**config.mk**
```make
export PLATFORM = sky130hd
export DESIGN_NAME = stfq_rank_computer
export DESIGN_NICKNAME = d
export VERILOG_FILES = /design/src/rtl/stfq_rank_computer.sv
export SDC_FILE = /design/constraint.sdc
export NUM_CORES = 2
export LEC_CHECK = 0
export CORE_ASPECT_RATIO = 0.8
export CORE_UTILIZATION = 34
export DETAILED_ROUTE_END_ITERATION = 7
export GPL_TIMING_DRIVEN = 0
export PLACE_DENSITY = 0.6
export SYNTH_ARGS = -nofsm -noshare
export SYNTH_HDL_FRONTEND = slang
export SYNTH_SLANG_ARGS = --single-unit
```
**constraint.sdc**
```tcl
create_clock -name clk -period 23.3 [get_ports clk]
set_input_delay 6.99 -clock clk [delete_from_list [all_inputs] [get_ports clk]]
set_output_delay 6.99 -clock clk [all_outputs]
set_load 0.02 [all_outputs]
```
**src/rtl/stfq_rank_computer.sv**
```systemverilog
// Start-time fair queueing rank computer: stamps each packet with max(vtime, finish[flow])
// and hands it to the scheduler's two push lanes through a 2-slot output stage.
module stfq_rank_computer #(
    parameter int unsigned FLOWS = 10,
    parameter int unsigned LEN_W = 16
) (
    input  logic             clk,
    input  logic             rst,
    input  logic             in_valid_1,
    input  logic [31:0]      in_value_1,
    input  logic [FLOWS-1:0] in_flow_1,
    input  logic [LEN_W-1:0] in_len_1,
    input  logic             in_valid_2,
    input  logic [31:0]      in_value_2,
    input  logic [FLOWS-1:0] in_flow_2,
    input  logic [LEN_W-1:0] in_len_2,
    output logic             in_ready_1,
    output logic             in_ready_2,
    output logic             push_1,
    output logic [31:0]      push_rank_1,
    output logic [31:0]      push_value_1,
    output logic [FLOWS-1:0] push_flow_1,
    output logic             push_2,
    output logic [31:0]      push_rank_2,
    output logic [31:0]      push_value_2,
    output logic [FLOWS-1:0] push_flow_2,
    input  logic             can_push_1,
    input  logic             can_push_2,
    input  logic             sched_pop,
    input  logic             deq_valid,
    input  logic [31:0]      deq_rank,
    output logic [31:0]      vtime,
    output logic             err_flow
);

    localparam int unsigned RANK_W = 32;
    localparam int unsigned SUM_W  = RANK_W + 1;

    typedef struct packed {
        logic              valid;
        logic [RANK_W-1:0] rank;
        logic [31:0]       value;
        logic [FLOWS-1:0]  flow;
    } slot_t;

    slot_t             slot_a_q, slot_a_d;
    slot_t             slot_b_q, slot_b_d;
    logic [RANK_W-1:0] vtime_q, vtime_d;
    logic              err_flow_q, err_flow_d;
    logic [RANK_W-1:0] finish_q [FLOWS];
    logic [RANK_W-1:0] finish_d [FLOWS];

    logic              acc_1, acc_2, wr_1, wr_2, ok_1, ok_2;
    logic [1:0]        occ, free;
    logic [RANK_W-1:0] fin_1, fin_2, start_1, start_2, end_1, end_2;
    slot_t             rem_a, rem_b, new_1, new_2;

    function automatic logic is_onehot(input logic [FLOWS-1:0] f);
        return (f != '0) && ((f & (f - FLOWS'(1))) == '0);
    endfunction

    function automatic logic [RANK_W-1:0] max_u(input logic [RANK_W-1:0] a,
                                                input logic [RANK_W-1:0] b);
        return (a > b) ? a : b;
    endfunction

    // Add a zero-extended length, clamping to all-ones on overflow.
    function automatic logic [RANK_W-1:0] sat_add(input logic [RANK_W-1:0] a,
                                                  input logic [LEN_W-1:0]  len);
        logic [SUM_W-1:0] sum;
        sum = SUM_W'(a) + SUM_W'(len);
        return sum[RANK_W] ? '1 : sum[RANK_W-1:0];
    endfunction

    assign push_rank_1  = slot_a_q.rank;
    assign push_value_1 = slot_a_q.value;
    assign push_flow_1  = slot_a_q.flow;
    assign push_rank_2  = slot_b_q.rank;
    assign push_value_2 = slot_b_q.value;
    assign push_flow_2  = slot_b_q.flow;
    assign vtime        = vtime_q;
    assign err_flow     = err_flow_q;

    always_comb begin
        push_1 = !rst && slot_a_q.valid && can_push_1 && !sched_pop;
        push_2 = push_1 && slot_b_q.valid && can_push_2;

        // Slots left occupied after this cycle's fire; B shifts into A when only A fires.
        if (push_2) begin
            rem_a = '0;
            rem_b = '0;
        end else if (push_1) begin
            rem_a = slot_b_q;
            rem_b = '0;
        end else begin
            rem_a = slot_a_q;
            rem_b = slot_b_q;
        end
        occ  = 2'(rem_a.valid) + 2'(rem_b.valid);
        free = 2'd2 - occ;

        in_ready_1 = !rst && (free != 2'd0);
        in_ready_2 = !rst && ((free == 2'd2) || ((free != 2'd0) && !in_valid_1));

        acc_1 = in_valid_1 && in_ready_1;
        acc_2 = in_valid_2 && in_ready_2;
        ok_1  = is_onehot(in_flow_1);
        ok_2  = is_onehot(in_flow_2);
        wr_1  = acc_1 && ok_1;
        wr_2  = acc_2 && ok_2;

        fin_1 = '0;
        fin_2 = '0;
        for (int i = 0; i < int'(FLOWS); i++) begin
            if (in_flow_1[i]) fin_1 = fin_1 | finish_q[i];
            if (in_flow_2[i]) fin_2 = fin_2 | finish_q[i];
        end

        start_1 = max_u(vtime_q, fin_1);
        end_1   = sat_add(start_1, in_len_1);
        start_2 = (wr_1 && (in_flow_1 == in_flow_2)) ? max_u(vtime_q, end_1)
                                                     : max_u(vtime_q, fin_2);
        end_2   = sat_add(start_2, in_len_2);

        new_1 = '{valid: 1'b1, rank: start_1, value: in_value_1, flow: in_flow_1};
        new_2 = '{valid: 1'b1, rank: start_2, value: in_value_2, flow: in_flow_2};

        // Lane 1 takes the lowest free slot first, then lane 2.
        slot_a_d = rem_a;
        slot_b_d = rem_b;
        if (wr_1) begin
            if (!slot_a_d.valid) slot_a_d = new_1;
            else                 slot_b_d = new_1;
        end
        if (wr_2) begin
            if (!slot_a_d.valid) slot_a_d = new_2;
            else                 slot_b_d = new_2;
        end

        // Lane 2 wins on a shared flow since its finish already chains off lane 1.
        for (int i = 0; i < int'(FLOWS); i++) begin
            finish_d[i] = finish_q[i];
            if (wr_2 && in_flow_2[i])      finish_d[i] = end_2;
            else if (wr_1 && in_flow_1[i]) finish_d[i] = end_1;
        end

        vtime_d    = (deq_valid && (deq_rank > vtime_q)) ? deq_rank : vtime_q;
        err_flow_d = (acc_1 && !ok_1) || (acc_2 && !ok_2);
    end

    always_ff @(posedge clk) begin
        if (rst) begin
            slot_a_q   <= '0;
            slot_b_q   <= '0;
            vtime_q    <= '0;
            err_flow_q <= 1'b0;
            for (int i = 0; i < int'(FLOWS); i++) finish_q[i] <= '0;
        end else begin
            slot_a_q   <= slot_a_d;
            slot_b_q   <= slot_b_d;
            vtime_q    <= vtime_d;
            err_flow_q <= err_flow_d;
            for (int i = 0; i < int'(FLOWS); i++) finish_q[i] <= finish_d[i];
        end
    end

endmodule

```
==> images/closeup.png <==
Window x 259 to 279, y 206 to 226 um. Cells in gray, sequential cells in the stronger gray; small squares are vias.
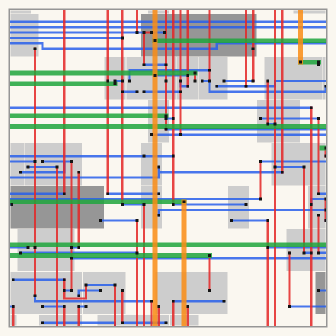
- M4: orange
- M3: green
- M1: blue
- M2: red
- sequential cells in the window: 2
- netlist names of flops here include: push_flow_2 (1), vtime (1)
- most frequent: clkbuf_1 (3)
- cells with their middle in the window: 19

==> images/util_map.png <==
The die is cut into 36 by 29 equal tiles; white is low, dark blue is high, 0 to 100% covered.
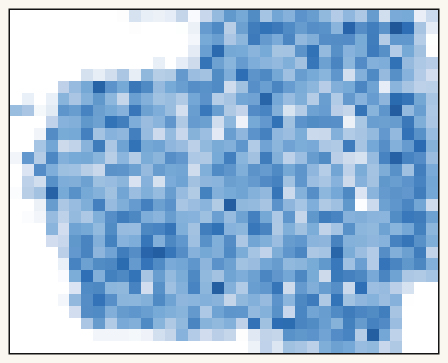
- tiles over 75% full: 1.9%
- nearly empty tiles: 17%
- emptiest ninth of the die: top left

==> images/placed.png <==
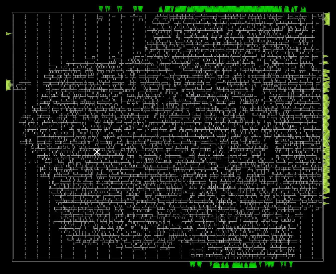
Layout Utilization: 42.0%
number of tap cells inserted: 1325

==> images/pinout.png <==
Scale bar: 100 um. Pins as bars across the die edge, other pins in gray.
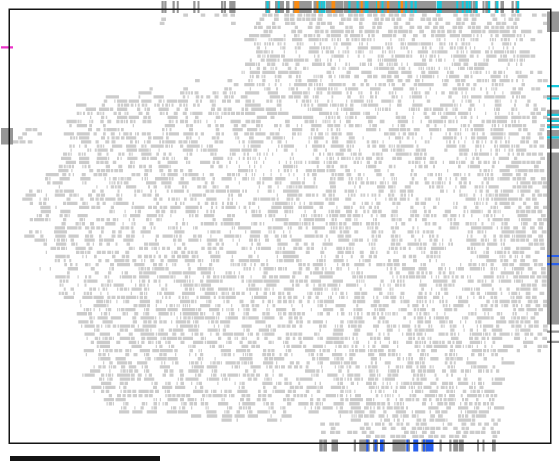
- clk: magenta (pins 1; direction input; edge left)
- push_flow_2: orange (pins 10; direction output; edge top)
- in_len_2: blue (pins 16; direction input; edge 14 bottom, 2 right)
- push_value_1: cyan (pins 32; direction output; edge 26 top, 6 right)

==> reports/writeup.txt <==
The run finished, with violations left. The final reports fail on DRC, setup timing. Number of different library cells in the post-synthesis netlist: 88. The run gives 8 as the number of iterations in the first detailed-routing pass. The share of the Yosys chip area taken by registers is 29.0%.

For this run, global-route usage on met2 was measured as 50.3%. The routability congestion estimate from global placement was 1.12; the final period demand of the worst path was 23.32 ns. In the synthesized netlist, the dominant kind of combinational cell is AND-OR/OR-AND gates. On the reported timing paths, the clock transition at the registers reads 0.06 ns. On the worst path, the slowest cell contributes a delay of 0.69 ns.

For the met3 layer usage reported by global route, the log shows 16.3%. Per the synth stats, the proportion of register bits with asynchronous set or reset is 0%. Per the OpenROAD floorplan log, the height of the die is 288 um.

The number of buffers and inverters on the critical path is 15. After floorplanning, the core was sized to cover 101000 um2. In the global route stage, met1 resource usage came out at 47.2%. The area overhead of the layout relative to synthesis was 22.0%.

3370 cells are multi-input combinational gates. The synthesized-area fraction occupied by ao, oa, aoi and oai cells was 34.1%. The final routed DRC violation total was 3. According to the hold report, the worst path is of the register to register type.

The number of cells in the finished layout apart from fillers is 6340, and the non-clock buffering overhead in the final layout is 15.2%. Summing the areas of all fa, ha and maj instances in the mapped netlist gives 5.95% of the synthesized area. Summed over all failing endpoints, the final setup total negative slack is -0.137 ns. Per the finish-stage timing summary, setup violations number 10.

The tools report the number of sequential cells as 503. Each instance of the synthesized netlist takes up on average 7.61 um2. The combinational-cell power consumption is 0.00106 W.

The total nets after synthesis was 4873; the register share of the cell area was 23.8%. The largest register by flop count is finish_q. The worst-case vdd ir drop was 0.0600 mV; the number of warning messages in the logs was 27. The final layout report lists a non-clock buffer count of 936. The tools report the placed wire-length estimate after detailed placement as 152 mm. Following the worst setup path forward leads to its endpoint at finish_q[7][31]$_SDFFE_PP0P_. Along the worst path, the maximum fanout reaches 19.

The OpenROAD report gives the critical path a required time of 23.90 ns. Number of synthesized flops with an enable pin: 0. Setup repair after global routing could not meet its margin everywhere. The number of global-route vias before repair is 37400, and the diode insertion count for antenna repair is 14. The slowest stage of the critical path belongs to the cell sky130_fd_sc_hd__o31ai_4. The logs give 0 for the yosys warning tally and 503 for the clock net sink count.

The worst setup path category was input port to register. The clock network contribution to total cell area is 4.71%, and the worst setup slack after placement is -6.14 ns. The worst setup path is launched from an input port. The register with the most flip-flops in the layout has 320 of them. Highest-count logic cell in the final layout: sky130_fd_sc_hd__nor2_1.

Sorting the synthesis cell report by count puts at the top sky130_fd_sc_hd__nor2_1. The share of cells above drive strength 1 came out at 8.28%. For reference, the placement row count at floorplan is 104. In the layout the commonest cells are sky130_fd_sc_hd__nor2_1, sky130_fd_sc_hd__dfxtp_1, sky130_fd_sc_hd__nand2_1. The worst-case setup margin in the final layout came out at -0.0197 ns. Per the run summary, max-cap violations total 0. Hold analysis lists the worst path endpoint as push_rank_2[27]$_SDFF_PP0_. The first global-routing pass estimated 275 mm of wire. With the number of DRC violations after detailed-routing iteration 0 at 6578, the sequential logic power is 0.000883 W. For this run, the total global-route usage over all layers was measured as 36.3%.

Critical path depth in cells: 55. Ranked by total cell area, the synthesized netlist is headed by sky130_fd_sc_hd__dfxtp_1, sky130_fd_sc_hd__nor2_1, sky130_fd_sc_hd__ha_1. The dominant synthesized flop cell is sky130_fd_sc_hd__dfxtp_1. The final layout report lists a non-clock inverter count of 86.

The run gives 2 as the number of H-tree levels.
Power figures rest on the tool's default switching activity, not on a simulated workload.
